### src/rtl/vending_pkg.sv
// Shared vending definitions: coin values, nickel-unit constants, payout FSM states.
package vending_pkg;

  // Coin face values in cents, shared with the vend controller.
  localparam int unsigned NICKEL_CENTS = 5;
  localparam int unsigned DIME_CENTS   = 10;

  // Coin values in the nickel base unit used by all amount/remaining buses.
  localparam int unsigned NICKEL_UNITS = NICKEL_CENTS / NICKEL_CENTS;
  localparam int unsigned DIME_UNITS   = DIME_CENTS / NICKEL_CENTS;

  // Payout FSM states; encoding 3'b111 is unused and recovers to IDLE.
  typedef enum logic [2:0] {
    S_IDLE   = 3'd0,
    S_DECIDE = 3'd1,
    S_DIME   = 3'd2,
    S_NICKEL = 3'd3,
    S_GAP    = 3'd4,
    S_DONE   = 3'd5,
    S_ERROR  = 3'd6
  } payout_state_e;

endpackage

### src/rtl/pulse_gap_timer.sv
// Loadable down-counter that enforces the mechanical gap after each coin pulse.
module pulse_gap_timer #(
  parameter int unsigned GAP_CYCLES = 2,
  parameter int unsigned CNT_W      = 4
) (
  input  logic clk,
  input  logic reset,
  input  logic load_i,
  input  logic run_i,
  output logic expired_o
);

  // Loaded with GAP_CYCLES-1 so expiry lands on the last of GAP_CYCLES gap cycles.
  localparam logic [CNT_W-1:0] LOAD_VAL = CNT_W'(GAP_CYCLES - 1);

  logic [CNT_W-1:0] cnt_q, cnt_d;

  // Next count: reload on a coin cycle, count down while the gap runs.
  always_comb begin
    cnt_d = cnt_q;
    if (load_i) begin
      cnt_d = LOAD_VAL;
    end else if (run_i && (cnt_q != '0)) begin
      cnt_d = cnt_q - CNT_W'(1);
    end
  end

  // Counter register, cleared asynchronously.
  always_ff @(posedge clk or posedge reset) begin
    if (reset) begin
      cnt_q <= '0;
    end else begin
      cnt_q <= cnt_d;
    end
  end

  assign expired_o = run_i && (cnt_q == '0);

endmodule

### src/rtl/coin_change_dispenser.sv
// Coin hopper payout controller: greedy dime-first change with per-coin gap.
module coin_change_dispenser
  import vending_pkg::*;
#(
  parameter int unsigned AMT_W      = 4,
  parameter int unsigned GAP_CYCLES = 2
) (
  input  logic             clk,
  input  logic             reset,
  input  logic             start,
  input  logic [AMT_W-1:0] amount,
  input  logic             dime_empty,
  input  logic             nickel_empty,
  output logic             dime_out,
  output logic             nickel_out,
  output logic             busy,
  output logic             done,
  output logic             error,
  output logic [AMT_W-1:0] remaining
);

  localparam logic [AMT_W-1:0] DIME_AMT   = AMT_W'(DIME_UNITS);
  localparam logic [AMT_W-1:0] NICKEL_AMT = AMT_W'(NICKEL_UNITS);

  payout_state_e    state_q, state_d;
  logic [AMT_W-1:0] rem_q, rem_d;
  logic             gap_load, gap_run, gap_expired;

  assign gap_load = (state_q == S_DIME) || (state_q == S_NICKEL);
  assign gap_run  = (state_q == S_GAP);

  pulse_gap_timer #(
    .GAP_CYCLES (GAP_CYCLES),
    .CNT_W      (4)
  ) u_gap_timer (
    .clk       (clk),
    .reset     (reset),
    .load_i    (gap_load),
    .run_i     (gap_run),
    .expired_o (gap_expired)
  );

  // Next-state and remaining-amount logic.
  always_comb begin
    state_d = state_q;
    rem_d   = rem_q;
    unique case (state_q)
      S_IDLE: begin
        if (start) begin
          if (amount != '0) begin
            rem_d   = amount;
            state_d = S_DECIDE;
          end else begin
            state_d = S_DONE;
          end
        end
      end
      S_DECIDE: begin
        if ((rem_q >= DIME_AMT) && !dime_empty) begin
          state_d = S_DIME;
        end else if (!nickel_empty) begin
          state_d = S_NICKEL;
        end else begin
          state_d = S_ERROR;
        end
      end
      S_DIME: begin
        rem_d   = (rem_q >= DIME_AMT) ? (rem_q - DIME_AMT) : '0;
        state_d = S_GAP;
      end
      S_NICKEL: begin
        rem_d   = (rem_q >= NICKEL_AMT) ? (rem_q - NICKEL_AMT) : '0;
        state_d = S_GAP;
      end
      S_GAP: begin
        if (gap_expired) begin
          state_d = (rem_q == '0) ? S_DONE : S_DECIDE;
        end
      end
      S_DONE: begin
        state_d = S_IDLE;
      end
      S_ERROR: begin
        if (start) begin
          state_d = S_DECIDE;
        end
      end
      default: begin
        state_d = S_IDLE;
        rem_d   = '0;
      end
    endcase
  end

  // State and remaining registers, cleared asynchronously so reset aborts a payout.
  always_ff @(posedge clk or posedge reset) begin
    if (reset) begin
      state_q <= S_IDLE;
      rem_q   <= '0;
    end else begin
      state_q <= state_d;
      rem_q   <= rem_d;
    end
  end

  // Moore output decode from the current state only.
  always_comb begin
    dime_out   = 1'b0;
    nickel_out = 1'b0;
    busy       = 1'b0;
    done       = 1'b0;
    error      = 1'b0;
    unique case (state_q)
      S_IDLE:   ;
      S_DECIDE: busy = 1'b1;
      S_DIME: begin
        busy     = 1'b1;
        dime_out = 1'b1;
      end
      S_NICKEL: begin
        busy       = 1'b1;
        nickel_out = 1'b1;
      end
      S_GAP:    busy = 1'b1;
      S_DONE: begin
        busy = 1'b1;
        done = 1'b1;
      end
      S_ERROR: begin
        busy  = 1'b1;
        error = 1'b1;
      end
      default:  ;
    endcase
  end

  assign remaining = rem_q;

endmodule

### config.mk
export PLATFORM = sky130hd
export DESIGN_NAME = coin_change_dispenser
export DESIGN_NICKNAME = d
export VERILOG_FILES = /design/src/rtl/vending_pkg.sv /design/src/rtl/pulse_gap_timer.sv /design/src/rtl/coin_change_dispenser.sv
export SDC_FILE = /design/constraint.sdc
export NUM_CORES = 1
export LEC_CHECK = 0
export CORE_MARGIN = 10
export CORE_UTILIZATION = 55
export DETAILED_ROUTE_END_ITERATION = 10
export GPL_TIMING_DRIVEN = 0
export PLACE_DENSITY = 0.83
export SYNTH_ARGS = -nofsm -noshare
export SYNTH_HDL_FRONTEND = slang
export SYNTH_SLANG_ARGS = --single-unit
### constraint.sdc
create_clock -name clk -period 5.3 [get_ports clk]
set_input_delay 1.06 -clock clk [delete_from_list [all_inputs] [get_ports clk]]
set_output_delay 1.06 -clock clk [all_outputs]
set_load 0.01 [all_outputs]
Sequential cells coloured by netlist name:
The bar under the picture is 20 µm long. Other sequential cells in the stronger grey, the rest of the logic in the fainter grey.
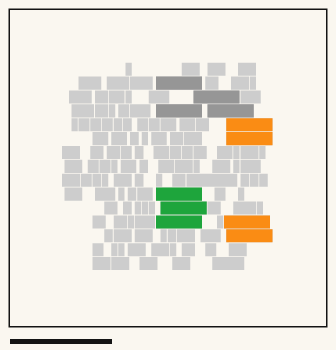
[state_q] green | sequential cells: 3
[u_gap_timer.cnt_q] orange | sequential cells: 4 | where: right middle
not coloured: 4
Final Util: 0.7015
Reg area: 275.3 µm²

Cells coloured by class:
The bar under the picture is 20 µm long.
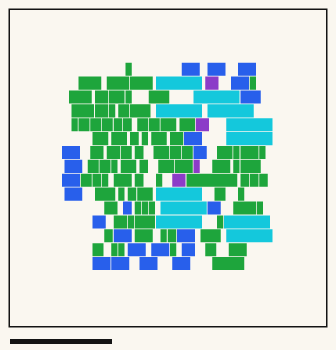
[other buffers and delay cells] blue | cells: 23
[clock drivers and dummy loads] purple | cells: 4
[all other logic] green | cells: 90
[flip-flops] cyan | cells: 11
row cnt: 15
final instance area: 1185 µm²
core box area: 1689 µm²
Seq/total area: 0.2323

Cell sizes after repair:
The bar under the picture is 20 µm long.
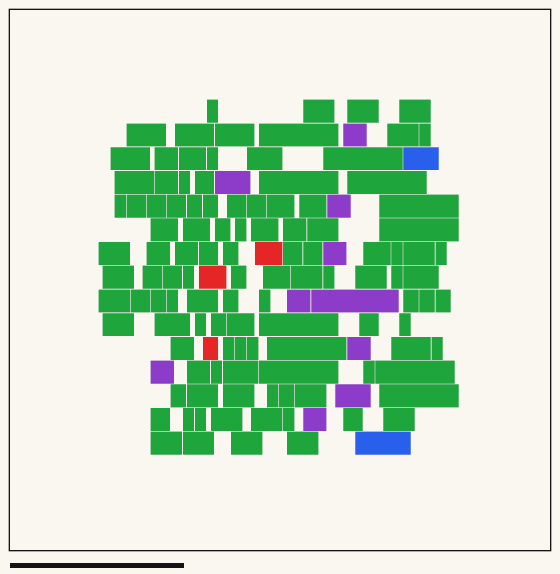
[drive 3 to 4] purple | cells: 10 | share: 7.8%
[drive 6 and up] blue | cells: 2 | share: 1.6%
[drive 1 or less] green | cells: 113 | share: 88%
[drive 2] red | cells: 3 | share: 2.3%
slack of the critical path: 2.323 ns
nonclk buf count: 23
Syn-to-layout area delta: 22.51%

==> flow_summary.json <==
{
  "holdBufCountCts": 0,
  "drive_gt1_frac": 0.1172,
  "wl_per_cell_um": 15.88,
  "cp_common_cell": "buf_4",
  "yosys.area_share.aoi": 0.2846,
  "hold_start": "u_gap_timer.cnt_q[3]$_DFFE_PP0P_",
  "clkPwrFrac": 0.084,
  "comb_power_share": 0.689,
  "syn_area_per_cell_um2": 9.039,
  "dp_hpwl_um": 1779,
  "status": "completed",
  "fin_crit_ns": 2.977,
  "synth_cell_type_count": 45,
  "ant_nets": 0,
  "ys_cells": 107,
  "gr-total-overflow": 0,
  "cts_tree": "yes",
  "simple_gate_share": 0.1902,
  "die_area_um2": 3836,
  "crit_family": "buffers and inverters",
  "finalPower_mw": 0.6719,
  "hp-class": "flip-flop to flip-flop",
  "reg2regPathDepth": 6,
  "synthFlopType": "dfrtp_1",
  "grt_max_degree": 12,
  "p_seq_frac": 0.227,
  "dp_slack_ns": 2.614,
  "drt_iter0_drc": 34,
  "top_area_cell": "dfrtp_1",
  "max_freq_ghz": 0.3359,
  "lay_top_count": "clkdlybuf4s50_1",
  "cpMaxStageDelayCell": "clkdlybuf4s50_1",
  "drt_wl_total_um": 2302,
  "layout.cells.non_filler": 145,
  "htreeDepth": 1,
  "numClockSinks": 11,
  "cts_resized": 0,
  "cts-root-buf": "clkbuf_4",
  "fin_skew_ns": 0.001787,
  "crit_cells": 5,
  "cts_buffers": 3,
  "clk_path_buf_depth": 2,
  "diodes": 0,
  "place_inst": 141,
  "synthAdderAreaFrac": 0.07762,
  "grtUsageTotal": 0.1235,
  "num_vias": 929,
  "p_sw_frac": 0.4567,
  "crit_path_cell_trace": "buf_4, buf_4, nand2_1, a2bb2oi_1, clkdlybuf4s50_1",
  "first_pass_iters": 4,
  "synthTopCellsByArea": "dfrtp_1 28%, ha_1 7.8%, inv_1 3.5%",
  "required_ns": 4.24,
  "antenna_found_initial": 0,
  "critical_path.endpoint_type": "output port",
  "crit_buf_inv": 3,
  "warnings": 29,
  "total_leakage_power_nw": 0.4974,
  "via_per_inst": 6.407,
  "p_sw_mw": 0.3068,
  "drc": 0,
  "tns_ns": 0,
  "clk_pin_slew_worst_paths_ns": 0.07,
  "layout_top_cells": "17 x clkdlybuf4s50_1, 11 x dfrtp_1, 9 x nor2_1, 9 x inv_1",
  "die_h_um": 61.94,
  "layout_worst_path_cycle_share": 0.5617,
  "crit_start": "state_q[1]$_DFFE_PP0P_",
  "place.gp.congestion": 0.8865,
  "yosys_warnings": 0,
  "hold_viol": 0
}
## metal layers
metal	up-vias	share of wire	routed length [µm]	track usage
met1	447	0.44	1004	0.1563
li1	441	-	-	-
met4	0	0.013	29	0.04777
met2	35	0.51	1167	0.2079
met5	-	0	0	0
met3	6	0.043	100	0.01423
## power by group through the flow
stage	clock network, mW	logic [mW]	registers, mW
2_1_floorplan	0	0.328	0.152
3_3_place_gp	0	0.451	0.153
3_5_place_dp	0	0.457	0.154
4_1_cts	0.0567	0.459	0.152
5_1_grt	0.0603	0.505	0.158
6_report	0.0563	0.463	0.153
## worst min path at each step
stage,end,depth (start not counted),slack (ns)
after CTS,u_gap_timer.cnt_q[3]$_DFFE_PP0P_,1,0.48
after detailed placement,u_gap_timer.cnt_q[3]$_DFFE_PP0P_,1,0.47
after global routing,u_gap_timer.cnt_q[3]$_DFFE_PP0P_,1,0.51
after global placement,u_gap_timer.cnt_q[3]$_DFFE_PP0P_,1,0.47
after floorplan,u_gap_timer.cnt_q[3]$_DFFE_PP0P_,1,0.45
final,u_gap_timer.cnt_q[3]$_DFFE_PP0P_,1,0.47
## registers in the layout, summed over array words and instances, names as in the netlist
| register | cells |
|---|---|
| remaining | 4 |
| state_q | 3 |
| u_gap_timer.cnt_q | 4 |
## kinds of logic after synthesis
group | after synthesis
AND/OR/NAND/NOR | 34
adder cells (fa/ha/maj) | 6
flip-flops | 11
XOR/XNOR | 2
buffers and inverters | 16
AND-OR/OR-AND | 34
multiplexers | 4
## area by class of cell
| type | instances | area [µm²] |
|---|---|---|
| inverters | 10 | 51.30 |
| clock buffers | 4 | 26.28 |
| flip-flops and latches | 11 | 275.3 |
| well taps | 17 | 21.27 |
| plain buffers | 6 | 46.29 |
| repair buffers | 17 | 170.2 |
| fillers | 140 | 504.2 |
| multi-input cells | 80 | 594.3 |
Power and IR drop assume default switching activity.
